**src/rtl/sat_accum_16bit.sv**
```systemverilog
// Saturating multi-operand accumulator: folds a burst of 1..15 signed 16-bit
// operands into one result using the ALU's per-step add/sub saturation rules.
module sat_accum_16bit (
  input  logic        clk,
  input  logic        rst_n,
  input  logic        start,
  input  logic [3:0]  len,
  input  logic [15:0] init,
  input  logic        sub,
  input  logic        abort,
  input  logic        in_valid,
  input  logic [15:0] in_data,
  output logic        in_ready,
  output logic        busy,
  output logic        done,
  output logic [15:0] result,
  output logic        ovfl
);

  localparam logic [1:0] ST_IDLE  = 2'd0;
  localparam logic [1:0] ST_ACCUM = 2'd1;
  localparam logic [1:0] ST_DONE  = 2'd2;

  logic [1:0]  state;
  logic [15:0] acc;
  logic [3:0]  cnt;
  logic [3:0]  len_q;
  logic        sub_q;

  logic [15:0] operand;
  logic [16:0] sum;
  logic        carry_in15;
  logic        step_ovf;
  logic [15:0] sat_sum;

  // Subtract is acc + ~data + 1; overflow is carry into bit 15 XOR carry out.
  // NOTE: every always_comb output gets a default first so no latch is inferred.
  always_comb begin
    operand    = sub_q ? ~in_data : in_data;
    sum        = {1'b0, acc} + {1'b0, operand} + {16'd0, sub_q};
    carry_in15 = acc[15] ^ operand[15] ^ sum[15];
    step_ovf   = carry_in15 ^ sum[16];
    sat_sum    = sum[15:0];
    // Overflow only occurs when the rail direction matches the accumulator sign.
    if (step_ovf) sat_sum = acc[15] ? 16'h8000 : 16'h7FFF;
  end

  // NOTE: sequential state uses non-blocking assignments so all registers
  // update together from pre-edge values.
  always_ff @(posedge clk or negedge rst_n) begin
    if (!rst_n) begin
      state <= ST_IDLE;
      acc   <= 16'h0000;
      ovfl  <= 1'b0;
      cnt   <= 4'd0;
      len_q <= 4'd0;
      sub_q <= 1'b0;
    end else if (abort) begin
      state <= ST_IDLE;
    end else begin
      case (state)
        ST_IDLE: begin
          if (start) begin
            acc   <= init;
            sub_q <= sub;
            len_q <= len;
            ovfl  <= 1'b0;
            cnt   <= 4'd0;
            state <= (len == 4'd0) ? ST_DONE : ST_ACCUM;
          end
        end
        ST_ACCUM: begin
          if (in_valid) begin
            acc  <= sat_sum;
            ovfl <= ovfl | step_ovf;
            cnt  <= cnt + 4'd1;
            if (cnt == len_q - 4'd1) state <= ST_DONE;
          end
        end
        ST_DONE: state <= ST_IDLE;
        default: state <= ST_IDLE;
      endcase
    end
  end

  assign in_ready = (state == ST_ACCUM);
  assign busy     = (state == ST_ACCUM) || (state == ST_DONE);
  assign done     = (state == ST_DONE);
  assign result   = acc;

endmodule

```
**config.mk**
```make
export PLATFORM = sky130hd
export DESIGN_NAME = sat_accum_16bit
export DESIGN_NICKNAME = d
export VERILOG_FILES = /design/src/rtl/sat_accum_16bit.sv
export SDC_FILE = /design/constraint.sdc
export NUM_CORES = 1
export LEC_CHECK = 0
export CORE_MARGIN = 2
export CORE_UTILIZATION = 55
export CTS_CLUSTER_SIZE = 30
export DETAILED_ROUTE_END_ITERATION = 7
export GPL_TIMING_DRIVEN = 0
export PLACE_DENSITY = 0.92
export SYNTH_ARGS = -nofsm -noshare
export SYNTH_HDL_FRONTEND = slang
export SYNTH_SLANG_ARGS = --single-unit
export TNS_END_PERCENT = 50
```
**constraint.sdc**
```tcl
create_clock -name clk -period 6.8 [get_ports clk]
set_clock_uncertainty 0.2 [all_clocks]
set_input_delay 1.36 -clock clk [delete_from_list [all_inputs] [get_ports clk]]
set_output_delay 1.36 -clock clk [all_outputs]
set_load 0.02 [all_outputs]
```
Figure 1. Signal wires on met1 (run 1).
Scale bar: 20 um. Cells faint in the background.
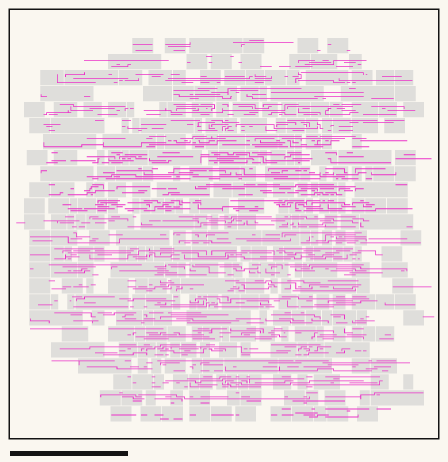
main direction: horizontal
share of all routed wire: 40%
Total Routed Length: 7.47 mm
routed vias: 2,647
GRT met1 Usage: 36.5%

Figure 2. Signal wires on met2 (run 1).
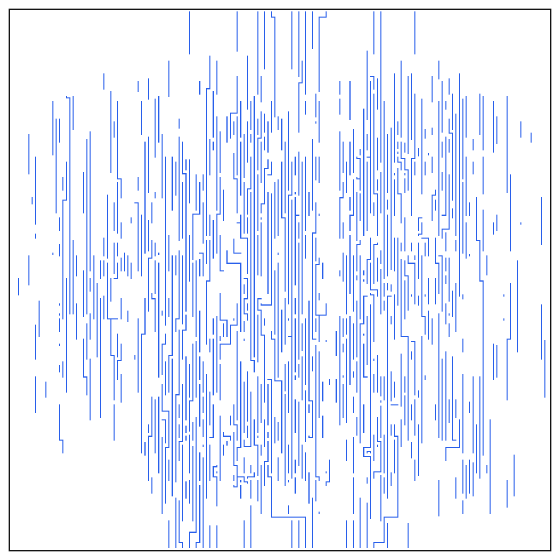
wire length on this layer: 3,720 um
main direction: vertical
met2 usage: 48.6%

==> impl_metrics.env, run 1 <==
# source this file to load flow results
export IMPL_initCoreUtil_pct=58.4
export IMPL_crit_fanout=9
export IMPL_fp_nets=351
export IMPL_syn2layout_area_growth_pct=28.6
export IMPL_utilization_pct=75.1
export IMPL_clock_path_buffers=2
export IMPL_synthesis_instances=287
export IMPL_ys_cells=287
export IMPL_dp_hpwl_mm=5.51
export IMPL_grt_overflow=0
export IMPL_adder_share_pct=10.9
export IMPL_vias_per_cell=6.55
export IMPL_die_size_y_um=72.7
export IMPL_wire_per_inst_um=18.5
export IMPL_dp_cells=400
export IMPL_synth_area_um2=2590
export IMPL_startpoint="in_data[0]"
export IMPL_gp_congestion=0.898
export IMPL_placementRows=24
export IMPL_ant_nets=0
export IMPL_clk_pin_slew_ps=110
export IMPL_grt_pass1_wl_mm=11.8
export IMPL_largest_area_cell="dfrtp_1"
export IMPL_ff_type="dfrtp_1"
export IMPL_synth_warnings=0
export IMPL_postCtsSetupRepairBufs=0
export IMPL_core_um2=4440
export IMPL_grt_setup_unrepaired="no"
export IMPL_yosys_top_cells_count="dfrtp_1, xor2_1, o21ai_0, a21oi_1, ha_1"
export IMPL_place_area_um2=3270
export IMPL_cpMaxStageDelayCell="clkdlybuf4s50_1"
export IMPL_crit_path_start_kind="input port"
export IMPL_clock_sinks=28
export IMPL_run_status="finished clean"
export IMPL_route_detailed_drc=0
export IMPL_crit_chain="clkdlybuf4s50_1, mux2_2, fa_1, a21o_1, a221oi_2, a21oi_2, o311ai_4, nand3_1, a41o_1, a32o_1"
Figure 3. Signal wires on met3 (run 1).
Scale bar: 20 um.
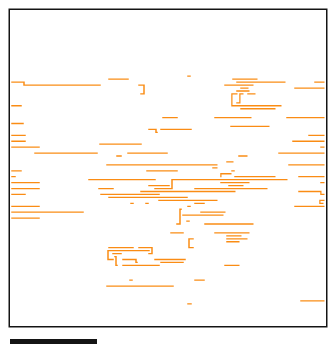
wire length on this layer: 614 um
main direction: horizontal
nets with wire on the layer: 81
M3 GR Usage: 4.01%

Figure 4. Metal 4 (run 1).
Scale bar: 20 um.
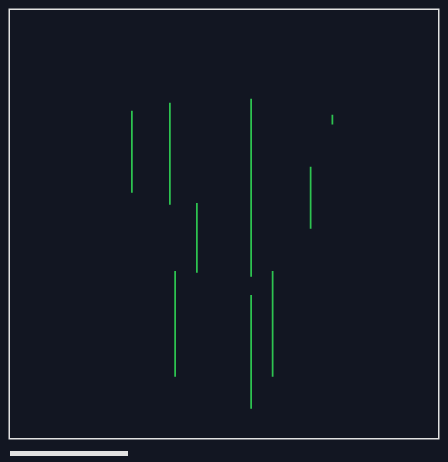
longest straight run: 29.9 um
main direction: vertical

run 1: sequential cells by signal (all words and copies together) (netlist names):
signal	flops
len_q	4
cnt	4
ovfl	1
sub_q	1
result	16
state	2
run 1: layout by cell type, fill, tap and decap left out, types with 4 or more instances in the layout:
master	synthesis	layout
clkdlybuf4s50_1	0	60
dfrtp_1	28	28
xor2_1	24	24
o21ai_0	22	22
a21oi_1	21	21
ha_1	21	21
nand2_1	14	14
nor2_1	14	14
inv_1	13	13
or3_1	13	13
xnor2_1	9	9
clkbuf_1	7	7
mux2_2	6	6
a21o_1	6	6
nor3_1	6	6
nand4_1	6	6
nand3_1	5	5
or2_2	5	5
a32o_1	5	5
and3_1	4	4
a211oi_1	4	4
run 1: stage by stage:
stage               setup WS (ps)  hold slack, ps
finish                       1960             340
CTS                          2060             339
detailed placement           1770             315
global placement             1830             310
floorplan                    2660             301
global route                 1950             359
run 1: per-layer routing:
metal	part of all wire (%)	wire length [um]	track usage, %
met3	8.2	613	4.01
met2	50	3720	48.6
met5	0	0	0
met4	1.8	138	10.1
met1	40	3000	36.5
run 1: final cells by class:
class | instances | area (um2)
multi-input combinational | 237 | 1800
fill | 314 | 1110
timing repair buffer | 61 | 606
inverter | 13 | 48.8
buffer | 9 | 45.0
tap | 52 | 65.1
clock buffer | 3 | 41.3
clock inverter | 1 | 30.0
sequential | 28 | 701
run 1: worst paths after layout:
check,end,slack (ps)
setup / recovery,result[0],1960
hold / removal,len_q[3],340
setup reg to reg,result[0],2480
hold reg to reg,len_q[3],340
max in group asynchronous,sub_q,5080
min in group asynchronous,result[14],880
Figure 5. Clock wiring as the flow saved it (run 1).
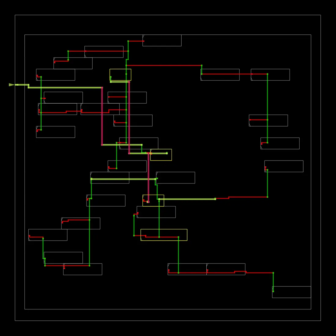

## Run 2: what changed since run 1
--- a/config.mk
+++ b/config.mk
@@ -6,11 +6,11 @@
 export NUM_CORES = 1
 export LEC_CHECK = 0
 export CORE_MARGIN = 2
-export CORE_UTILIZATION = 55
+export CORE_UTILIZATION = 51
 export CTS_CLUSTER_SIZE = 30
 export DETAILED_ROUTE_END_ITERATION = 7
 export GPL_TIMING_DRIVEN = 0
-export PLACE_DENSITY = 0.92
+export PLACE_DENSITY = 0.87
 export SYNTH_ARGS = -nofsm -noshare
 export SYNTH_HDL_FRONTEND = slang
 export SYNTH_SLANG_ARGS = --single-unit
==> constraint.sdc (replaced) <==
create_clock -name clk -period 4.7 [get_ports clk]
set_clock_uncertainty 0.2 [all_clocks]
set_input_delay 0.94 -clock clk [delete_from_list [all_inputs] [get_ports clk]]
set_output_delay 0.94 -clock clk [all_outputs]
set_load 0.02 [all_outputs]
Figure 6. Clock wiring as the flow saved it (run 2).
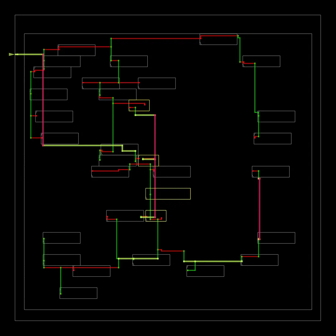
CLK BUF: 3
Flops: 28

==> run 2 against run 1 <==
Compared with the run above: count of clock-buffer cells in the layout stayed put; flip-flop count stayed put; largest cell class unchanged; critical path type unchanged; synthesized cell count stayed put; worst hold slack worse by 1.0 ps; register-to-register slack worse by 2000 ps.
==> impl_metrics.env, run 2 <==
# source this file to load flow results
export IMPL_clk_pin_slew_ps=110
export IMPL_final_layout_top_logic_cells="clkdlybuf4s50_1, dfrtp_1, xor2_1"
export IMPL_utilization_pct=69.7
export IMPL_place_area_um2=3290
export IMPL_die_size_y_um=75.3
export IMPL_vias_per_cell=6.22
export IMPL_wl_met2_mm=3.43
export IMPL_clock_sinks=28
export IMPL_synthesis_instances=287
export IMPL_crit_path_start_kind="input port"
export IMPL_largest_reg_flops=16
export IMPL_cpMaxStageDelayCell="clkdlybuf4s50_1"
export IMPL_core_um2=4820
export IMPL_lay_top_count="clkdlybuf4s50_1"
export IMPL_clock_path_buffers=2
export IMPL_route_met3_wl_um=664
export IMPL_fp_nets=351
export IMPL_grt_setup_unrepaired="no"
export IMPL_route_detailed_drc=0
export IMPL_initCoreUtil_pct=53.9
export IMPL_syn2layout_area_growth_pct=29.3
export IMPL_synth_warnings=0
export IMPL_cts_hold_buffers=0
export IMPL_met1_length_mm=2.94
export IMPL_synth_area_um2=2590
export IMPL_placementRows=25
export IMPL_ff_type="dfrtp_1"
export IMPL_yosys_top_cells_count="dfrtp_1, xor2_1, o21ai_0, a21oi_1, ha_1"
export IMPL_ant_nets=0
export IMPL_ys_cells=287
export IMPL_crit_fanout=9
export IMPL_postCtsSetupRepairBufs=0
export IMPL_most_common_cell="dfrtp_1"
export IMPL_largest_area_cell="dfrtp_1"
export IMPL_dp_hpwl_mm=5.32
export IMPL_grt_pass1_wl_mm=12.0
export IMPL_min_period_over_period_pct=93.0
export IMPL_crit_chain="clkdlybuf4s50_1, mux2_2, fa_1, a21o_1, a221oi_2, a21oi_2, o311ai_4, nand3_1, a41o_1, a32o_1"
export IMPL_gp_congestion=0.872
export IMPL_grt_overflow=0
export IMPL_wire_per_inst_um=17.3
export IMPL_drive_above_1_share_pct=9.66
export IMPL_run_status="finished clean"
export IMPL_top_layer="met4"
Figure 7. Signal wires on met3 (run 2).
Scale bar: 20 um.
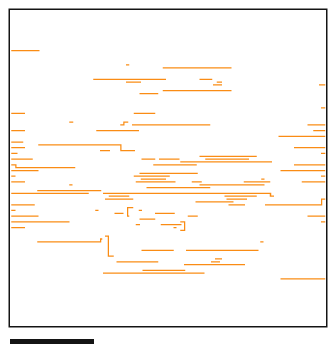
share of all routed wire: 9.2%
main direction: horizontal
longest straight run: 39.8 um
Total Routed Length: 7.23 mm
M3 GR Usage: 6.48%
routed vias: 2,607

run 2: final timing paths:
kind                                  from    endpoint  slack [ps]  cells past startpoint
worst max-delay path            in_data[0]   result[0]         330                     10
worst min-delay path              len_q[3]    len_q[3]         340                      1
worst max register to register       sub_q   result[0]         450                     11
worst min register to register    len_q[3]    len_q[3]         340                      1
max in group asynchronous            rst_n   result[0]        3400                      1
min in group asynchronous            rst_n  result[13]         470                      1
run 2: through the flow:
stage	setup slack, ps	hold slack [ps]	std cells
5_1_grt	255	371	419
2_1_floorplan	980	301	287
3_3_place_gp	141	312	415
6_report	330	339	419
4_1_cts	373	345	419
3_5_place_dp	78.8	317	415
run 2: layout make-up:
cell class | instances | area, um2
clock buffer | 3 | 41.3
clock inverter | 1 | 30.0
tap | 67 | 83.8
buffer | 9 | 45.0
multi-input combinational | 237 | 1800
sequential | 28 | 701
inverter | 13 | 48.8
fill | 403 | 1460
timing repair buffer | 61 | 606
run 2: kinds of logic after synthesis:
logic type / share of synthesized area, %
simple gates: 17.8
buf+inv: 3.62
flops: 27.0
compound gates: 26.2
xor+xnor: 11.1
fa+ha+maj: 10.9
mux: 3.37
run 2: layer usage:
| layer | global-route usage (%) | vias to the layer above |
|---|---|---|
| li1 | - | 1203 |
| met1 | 35.3 | 1236 |
| met2 | 44.1 | 141 |
| met3 | 6.48 | 27 |
| met4 | 12.5 | 0 |
| met5 | 0 | - |
